run_1/power_grid.png
Pins as bars on the die edge.
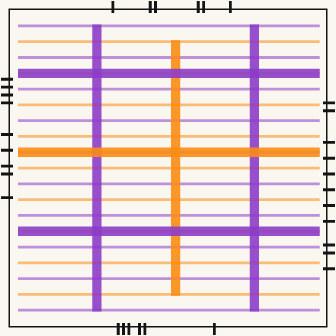
run_1/placement_by_type.png
Bar = 20 um.
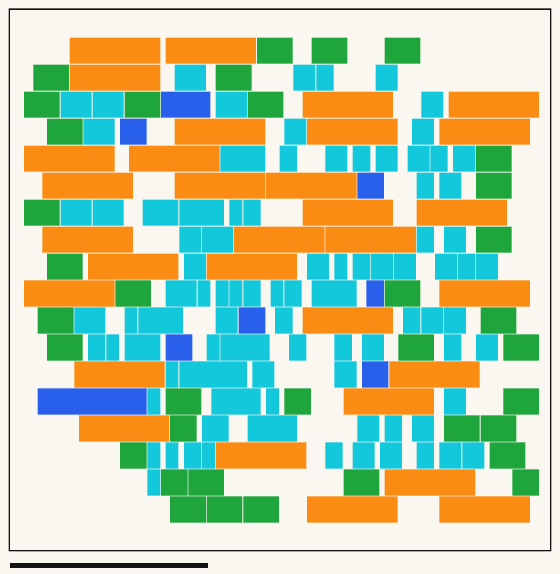
run_1/clk_routes.png
Bar = 20 um.
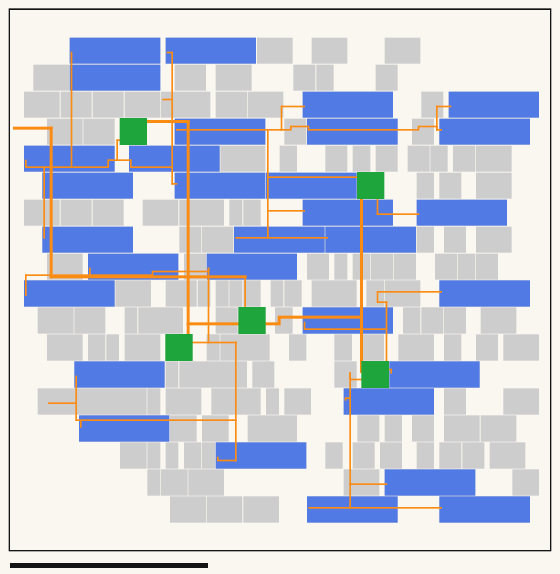
--- src/rtl/serial_subtractor_pkg.sv ---
// Shared definitions for the bit-serial subtractor: FSM state type, default
// operand width and the bit-counter sizing helper.
package serial_sub_pkg;

  localparam int unsigned DEFAULT_WIDTH = 8;

  // Legacy state codes kept as named constants so existing probes still decode them.
  localparam logic [1:0] ST_IDLE  = 2'd0;
  localparam logic [1:0] ST_SHIFT = 2'd1;
  localparam logic [1:0] ST_DONE  = 2'd2;

  typedef enum logic [1:0] {
    IDLE  = ST_IDLE,
    SHIFT = ST_SHIFT,
    DONE  = ST_DONE
  } state_t;

  function automatic int unsigned cnt_width(input int unsigned w);
    return $clog2(w);
  endfunction

endpackage

--- src/rtl/serial_subtractor_if.sv ---
// Operand/result handshake bundle of the serial subtractor.
interface serial_subtractor_if
  import serial_sub_pkg::*;
#(
  parameter int unsigned WIDTH = DEFAULT_WIDTH
);

  logic             in_valid;
  logic             in_ready;
  logic [WIDTH-1:0] a;
  logic [WIDTH-1:0] b;
  logic             out_valid;
  logic             out_ready;
  logic [WIDTH-1:0] diff;
  logic             borrow_out;
  logic             busy;

  modport master (
    output in_valid, a, b, out_ready,
    input  in_ready, out_valid, diff, borrow_out, busy
  );

  modport slave (
    input  in_valid, a, b, out_ready,
    output in_ready, out_valid, diff, borrow_out, busy
  );

endinterface

--- src/rtl/serial_subtractor_full_subtractor.sv ---
// Combinational full-subtract cell built from two half-subtractor cells.
module half_subtractor (
  input  logic x,
  input  logic y,
  output logic d,
  output logic bout
);

  assign d    = x ^ y;
  assign bout = ~x & y;

endmodule

module full_subtractor (
  input  logic x,
  input  logic y,
  input  logic bin,
  output logic d,
  output logic bout
);

  logic d1;
  logic b1;
  logic b2;

  half_subtractor u_hs0 (
    .x    (x),
    .y    (y),
    .d    (d1),
    .bout (b1)
  );

  // Second stage subtracts the incoming borrow; it can only borrow when x == y.
  half_subtractor u_hs1 (
    .x    (d1),
    .y    (bin),
    .d    (d),
    .bout (b2)
  );

  assign bout = b1 | b2;

endmodule

--- src/rtl/serial_subtractor.sv ---
// Bit-serial unsigned subtractor: diff = a - b, LSB first, one bit per clock,
// with valid/ready handshakes on operands and result.
module serial_subtractor
  import serial_sub_pkg::*;
#(
  parameter int unsigned WIDTH = DEFAULT_WIDTH
) (
  input  logic               clk,
  input  logic               rst_n,
  serial_subtractor_if.slave bus
);

  localparam int unsigned     CW   = cnt_width(WIDTH);
  localparam logic [CW-1:0]   LAST = CW'(WIDTH - 1);

  state_t           state;
  logic [WIDTH-1:0] a_q;
  logic [WIDTH-1:0] b_q;
  logic [WIDTH-1:0] res_q;
  logic             bw_q;
  logic             borrow_q;
  logic [CW-1:0]    cnt;

  logic             d;
  logic             bout;

  full_subtractor u_fs (
    .x    (a_q[0]),
    .y    (b_q[0]),
    .bin  (bw_q),
    .d    (d),
    .bout (bout)
  );

  always_ff @(posedge clk or negedge rst_n) begin
    if (!rst_n) begin
      state    <= IDLE;
      a_q      <= '0;
      b_q      <= '0;
      res_q    <= '0;
      bw_q     <= 1'b0;
      borrow_q <= 1'b0;
      cnt      <= '0;
    end else begin
      case (state)
        IDLE: begin
          if (bus.in_valid) begin
            a_q      <= bus.a;
            b_q      <= bus.b;
            res_q    <= '0;
            bw_q     <= 1'b0;
            borrow_q <= 1'b0;
            cnt      <= '0;
            state    <= SHIFT;
          end
        end
        SHIFT: begin
          a_q   <= a_q >> 1;
          b_q   <= b_q >> 1;
          // New bit enters at the MSB so bit i lands at position i after WIDTH shifts.
          res_q <= {d, res_q[WIDTH-1:1]};
          bw_q  <= bout;
          cnt   <= cnt + CW'(1);
          if (cnt == LAST) begin
            borrow_q <= bout;
            state    <= DONE;
          end
        end
        DONE: begin
          if (bus.out_ready) begin
            state <= IDLE;
          end
        end
        default: state <= IDLE;
      endcase
    end
  end

  assign bus.in_ready   = (state == IDLE);
  assign bus.out_valid  = (state == DONE);
  assign bus.busy       = (state != IDLE);
  assign bus.diff       = res_q;
  assign bus.borrow_out = borrow_q;

endmodule

--- src/flat_wrapper.sv ---
// flat-port wrapper written by rule: the top's interface ports become plain ports
module serial_subtractor_flat import serial_sub_pkg::*;
#(
  parameter int unsigned WIDTH = DEFAULT_WIDTH
)
  (clk, rst_n, bus_in_valid, bus_a, bus_b, bus_out_ready, bus_in_ready, bus_out_valid, bus_diff, bus_borrow_out, bus_busy);
  serial_subtractor_if #(.WIDTH(WIDTH)) bus_i ();
  input  logic clk;
  input  logic rst_n;
  input wire logic [$bits(bus_i.in_valid)-1:0] bus_in_valid;
  input wire logic [$bits(bus_i.a)-1:0] bus_a;
  input wire logic [$bits(bus_i.b)-1:0] bus_b;
  input wire logic [$bits(bus_i.out_ready)-1:0] bus_out_ready;
  output wire logic [$bits(bus_i.in_ready)-1:0] bus_in_ready;
  output wire logic [$bits(bus_i.out_valid)-1:0] bus_out_valid;
  output wire logic [$bits(bus_i.diff)-1:0] bus_diff;
  output wire logic [$bits(bus_i.borrow_out)-1:0] bus_borrow_out;
  output wire logic [$bits(bus_i.busy)-1:0] bus_busy;
  assign bus_i.in_valid = bus_in_valid;
  assign bus_i.a = bus_a;
  assign bus_i.b = bus_b;
  assign bus_i.out_ready = bus_out_ready;
  assign bus_in_ready = bus_i.in_ready;
  assign bus_out_valid = bus_i.out_valid;
  assign bus_diff = bus_i.diff;
  assign bus_borrow_out = bus_i.borrow_out;
  assign bus_busy = bus_i.busy;
  serial_subtractor #(.WIDTH(WIDTH)) u_core (.clk(clk), .rst_n(rst_n), .bus(bus_i));
endmodule
--- config.mk ---
export PLATFORM = sky130hd
export DESIGN_NAME = serial_subtractor_flat
export DESIGN_NICKNAME = d
export VERILOG_FILES = /design/src/rtl/serial_subtractor_pkg.sv /design/src/rtl/serial_subtractor_if.sv /design/src/rtl/serial_subtractor_full_subtractor.sv /design/src/rtl/serial_subtractor.sv /design/src/flat_wrapper.sv
export SDC_FILE = /design/constraint.sdc
export NUM_CORES = 1
export LEC_CHECK = 0
export CAP_MARGIN = 30
export CORE_UTILIZATION = 53
export CTS_CLUSTER_DIAMETER = 120
export DETAILED_ROUTE_END_ITERATION = 6
export GPL_ROUTABILITY_DRIVEN = 0
export HOLD_SLACK_MARGIN = 0.15
export PLACE_DENSITY = 0.83
export SYNTH_ARGS = -nofsm -noshare
export SYNTH_HDL_FRONTEND = slang
export SYNTH_HIERARCHICAL = 1
export SYNTH_SLANG_ARGS = --single-unit
--- constraint.sdc ---
create_clock -name clk -period 2.25 [get_ports clk]
set_input_delay 0.5625 -clock clk [delete_from_list [all_inputs] [get_ports clk]]
set_output_delay 0.5625 -clock clk [all_outputs]
set_load 0.005 [all_outputs]
==> impl_metrics.yaml, run 1 <==
# flow metrics
placement:
  port-buffer-count: 31
  dp_slack_ns: 0.412
  placed_cell_area_um2: 1750
  hpwl_um: 1970
cells_and_area:
  signal_buffers: 36
  fin_nets: 188
  area.sequential_um2: 776
  nClkBuffers: 6
  inv_count: 7
  flops: 31
  layout_top_cells: "clkdlybuf4s50_1 (31), dfrtp_1 (31), o22ai_1 (28)"
  drive_gt1_frac: 0.121
  syn_to_final_growth_pct: 26.2
  comb_area_um2: 564
logic_synthesis:
  yosys_warnings: 6
  syn_inst: 131
  syn_area_um2: 1460
  synth_flops: 31
  synth-area-yosys_um2: 1460
  yosys-stat-cells: 131
  syn_area_per_cell_um2: 11.1
  ys_types: 23
final_timing:
  slew_violations: 0
  clock_skew_ns: 0.00716
  tightest_slew_ns: 0.378
  max_freq_mhz: 466
  setup_ws_ns: 0.104
  setup_viol: 0
  min_period_ns: 2.15
  rsz0062_at_grt: "false"
setup_path:
  worstReg2RegStart: "u_core/b_q[0]"
  cp.arrival_ns: 1.58
  path_max_fanout: 10
  r2r-end: "u_core/bus.borrow_out"
  critPathLaunch: "u_core/state[1]"
  r2r_cells: 8
  crit_path_end_kind: "output port"
  crit_type: "reg2out"
status:
  outcome: "complete, no violations"
floorplan:
  fp.dieW_um: 54.4
  fp_util: 0.572
job:
  maxCapViolCount: 0
  warnings: 26
pwr:
  powerClk_uw: 456
  clkPwrFrac: 0.182
  p_leak_nw: 0.802
  seqPwrFrac: 0.401
  power.switching_uw: 872
  p_comb_mw: 1.04
  power_density_nw_per_um2: 1360
  vdd_drop_max_mv: 1.14
clock_network:
  h-tree-depth: 2
  postCtsSetupBuffers: 0
  root_buffer: "clkbuf_4"
  cts.sinks: 31
  cts_buffer_depth: 2
  cts_tree: "done"
  cts_made_buffers: 5
  holdBufCountCts: 0
drt:
  dr.pass1.iters: 4
  drtIter0Drc: 44
  postRouteWirelength_um: 3030
hold_path:
  hold_start: "u_core/cnt[0]"
  whs_path_depth: 1
  holdCritPathClass: "reg2reg"
global_route:
  gr-total-overflow: 0
  grt_pass1_wl_um: 4660
  antenna_found_initial: 0
## Picture notes: power_grid.png
Key: VSS = purple; VDD = orange
32 signal pins sit on the boundary. 3 straps on met4.

## Picture notes: placement_by_type.png
Key: flops = orange [cells 31, share of their area 43%]; combinational and other logic = cyan [cells 90, share of their area 33%]; other buffers and delay cells = green [cells 36, share of their area 19%]; clock drivers and dummy loads = blue [cells 8, share of their area 4.8%]
design area: 1840 um^2
Rows: 18
sequential share of cell area: 0.422
fin util: 0.722

## Picture notes: clk_routes.png
Key: flip-flops = blue [count 31]; clock wires = orange [length 375 um]; clock drivers = green [count 5]
Position of the flops: all over the die. There are 6 routed clock nets.

run 1: critical path, stage by stage (launching register included):
cell	delay, ns
dfrtp_1	0.56
inv_2	0.08
nand2_1	0.10
clkdlybuf4s50_1	0.51
run 1: synthesized netlist by cell type:
cell      number  area (um^2)
nand2b_1       1         6.26
mux2i_1        1         10.0
nand2_1        7         26.3
o21ai_1        1         5.00
inv_2          2         7.51
inv_1          5         18.8
or2_1          1         6.26
a22o_1        10         87.6
buf_2          3         15.0
buf_4          1         7.51
o21ai_0        5         25.0
a22o_2         1         10.0
nor2_1         2         7.51
o21bai_4       1         18.8
o31ai_1        1         7.51
nor2b_1        2         12.5
ha_1           4         50.1
buf_6          6         67.6
dfrtp_1       31          776
nand2b_4       2         27.5
a21oi_1       15         75.1
o22ai_1       28          175
nor2b_4        1         13.8
run 1: registers in the layout (all words and copies together) (netlist names):
| signal | count |
|---|---|
| u_core/b_q | 8 |
| u_core/bus.diff | 8 |
| u_core/a_q | 8 |
| u_core/state | 2 |
| u_core/bus.borrow_out | 1 |
| u_core/bw_q | 1 |
| u_core/cnt | 3 |
run 1: logic make-up (layout without fill, tap and decap cells):
kind of cell	count (synthesis)	after routing	share of synthesized area
muxes	1	1	0.00687
DFF	31	31	0.533
and+or+nand+nor	16	16	0.0687
adders and majority gates	4	4	0.0344
AOI/OAI and AO/OA	62	62	0.277
buffers and inverters	17	51	0.0799
run 1: routing by layer:
metal | wire, um | part of all wire | up-vias | global-route usage
li1 | - | - | 557 | -
met1 | 1380 | 0.46 | 559 | 0.301
met2 | 1400 | 0.46 | 39 | 0.346
met3 | 187 | 0.062 | 8 | 0.0639
met4 | 56 | 0.019 | 0 | 0.132
met5 | 0 | 0 | - | 0
==> run 1 -> run 2 <==
--- a/config.mk
+++ b/config.mk
@@ -11,7 +11,8 @@
 export DETAILED_ROUTE_END_ITERATION = 6
 export GPL_ROUTABILITY_DRIVEN = 0
 export HOLD_SLACK_MARGIN = 0.15
-export PLACE_DENSITY = 0.83
+export PLACE_DENSITY = 0.89
+export SLEW_MARGIN = 5
 export SYNTH_ARGS = -nofsm -noshare
 export SYNTH_HDL_FRONTEND = slang
 export SYNTH_HIERARCHICAL = 1
run_2/power_grid.png
Pins as bars on the die edge.
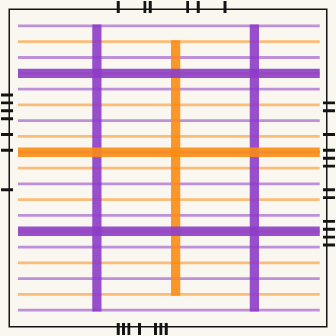
Key: VSS = purple; VDD = orange
19 met1 rails follow the rows. 3 straps on met5.
Die H: 54.4 um
chip width: 54.4 um
Peak supply drop: 0.942 mV
Core ar.: 2540 um^2

run_2/placement_by_type.png
Bar = 20 um.
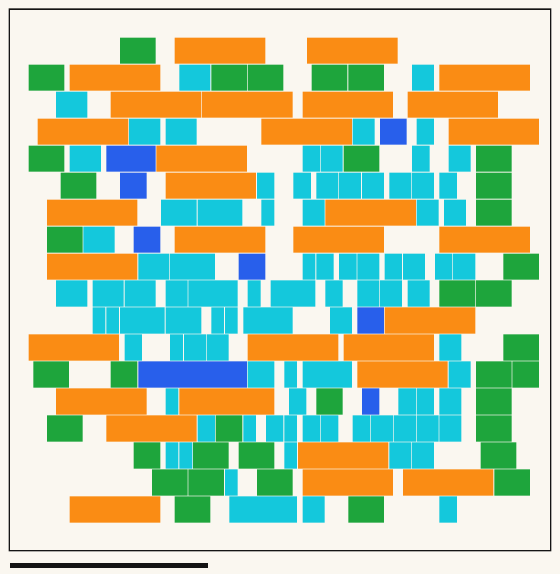
Key: other buffers and delay cells = green [cells 36, share of their area 19%]; combinational and other logic = cyan [cells 90, share of their area 33%]; flops = orange [cells 31, share of their area 43%]; clock drivers and dummy loads = blue [cells 8, share of their area 4.8%]

==> run 2 against run 1 <==
Effect of this change: global-route usage is 0.99 points higher; via count rose by 1.8%; final area about the same; largest cell class unchanged; area after synthesis stayed put; non-clock buffer count stayed put; count of clock-buffer cells in the layout is the same; worst setup slack better by 0.042 ns; critical path depth is 1 higher; die area did not move; hold slack gained 0.013 ns; largest power group unchanged; maximum frequency up 2.0%.
==> impl_metrics.yaml, run 2 <==
# flow metrics
drt:
  drtIter0Drc: 38
  dr.pass1.iters: 4
  wl_per_cell_um: 16.7
  ant_nets: 0
  drt-met1-wl_um: 1420
  postRouteWirelength_um: 3260
  highest_layer: "met4"
  vias_per_cell: 6.07
cells_and_area:
  logic_gate_count: 83
  mostFrequentLayoutCell: "clkdlybuf4s50_1"
  area.sequential_um2: 777
  nClkBuffers: 6
  comb_area_um2: 564
  flops: 31
  seq_share: 0.422
  fin_util: 0.723
  postLayoutCellArea_um2: 1840
  syn_to_final_growth_pct: 26.3
  drive_gt1_frac: 0.127
  signal_buffers: 36
  fin_nets: 188
  layout_top_cells: "clkdlybuf4s50_1 (31), dfrtp_1 (30), o22ai_1 (28)"
global_route:
  gr-total-overflow: 0
  grt_pass1_vias: 1138
  grt_pass1_wl_um: 5000
  antenna_found_initial: 0
placement:
  placed_cell_area_um2: 1750
  hpwl_um: 2150
  dp_slack_ns: 0.367
  port-buffer-count: 31
clock_network:
  cts_buffer_depth: 2
  cts_made_buffers: 5
  holdBufCountCts: 0
  h-tree-depth: 2
  cts_tree: "done"
  cts.sinks: 31
  postCtsSetupBuffers: 0
logic_synthesis:
  syn_area_um2: 1460
  yosys-stat-cells: 131
  synthArstFlopShare: 1.00
  top_area_cell: "dfrtp_1"
  synth-area-yosys_um2: 1460
  flop_cell: "dfrtp_1"
  yosysMostFrequentCell: "dfrtp_1"
  ys_types: 23
  yosys_warnings: 6
  syn_inst: 131
  synth_flops: 31
  area_leaders: "dfrtp_1 (53%), o22ai_1 (12%), a22o_1 (6.0%)"
  syn_area_per_cell_um2: 11.1
setup_path:
  slowest_delay_ns: 0.50
  path_delay_family: "buffers and inverters"
  crit_buf_inv: 3
  path_max_fanout: 10
  slowest_stage: "dfrtp_2"
  crit_path_end_kind: "output port"
  cp.arrival_ns: 1.54
  crit_type: "reg2out"
  worstPathCellList: "inv_2, nand2_1, inv_1, clkdlybuf4s50_1"
job:
  warnings: 26
  maxCapViolCount: 0
hold_path:
  holdCritPathClass: "reg2reg"
status:
  outcome: "complete, no violations"
final_timing:
  setup_ws_ns: 0.147
  setup_viol: 0
  rsz0062_at_grt: "false"
  max_freq_mhz: 475
  slew_violations: 0
  tightest_slew_ns: 0.389
  clock_skew_ns: 0.0130
  min_period_ns: 2.10
floorplan:
  fp_util: 0.572
  rows: 18
pwr:
  p_leak_nw: 0.800
  power_density_nw_per_um2: 1370
==> run 2: cell count changes in the layout (fill, tap and decap cells not counted) <==
cell and delta:
dfrtp_2 +1, dfrtp_1 -1
==> run 2: kinds of logic (layout without fill, tap and decap cells) <==
group / count (synthesis) / after routing / share of synthesized area
muxes: 1 / 1 / 0.00687
AOI/OAI and AO/OA: 62 / 62 / 0.277
DFF: 31 / 31 / 0.533
adders and majority gates: 4 / 4 / 0.0344
buffers and inverters: 17 / 51 / 0.0799
and+or+nand+nor: 16 / 16 / 0.0687
==> run 2: where the power goes <==
part | total (mW) | switching [mW] | internal, mW | leakage, nW
Combinational | 1.05 | 0.494 | 0.553 | 0.374
Sequential | 1.02 | 0.205 | 0.810 | 0.378
Clock | 0.453 | 0.191 | 0.263 | 0.0482
==> run 2: worst register-to-register path: cells and delay by family, from the launching register on <==
kind                       cells  cell delay [ns]
muxes                          1             0.14
and+or+nand+nor                2             0.35
buffers and inverters          2             0.10
AOI/OAI and AO/OA              1             0.10
DFF                            1             0.43
adders and majority gates      2             0.46
==> run 2: final timing paths <==
path | from | endpoint | slack [ns] | cells past startpoint
worst max-delay path | u_core/state[1] | bus_in_ready | 0.15 | 4
worst min-delay path | u_core/bus.diff[0] | u_core/bus.diff[0] | 0.50 | 1
worst max register to register | u_core/b_q[0] | u_core/bus.borrow_out | 0.55 | 8
worst min register to register | u_core/bus.diff[0] | u_core/bus.diff[0] | 0.50 | 1
max in group asynchronous | rst_n | u_core/state[1] | 1.32 | 2
min in group asynchronous | rst_n | u_core/b_q[0] | 0.61 | 2
==> run 2: routing by layer <==
metal / global-route usage / vias up
met5: 0 / -
met4: 0.0769 / 0
met3: 0.0639 / 5
met2: 0.409 / 59
met1: 0.299 / 562
li1: - / 558
No activity file was given, so power comes from the tool's default toggle rates.
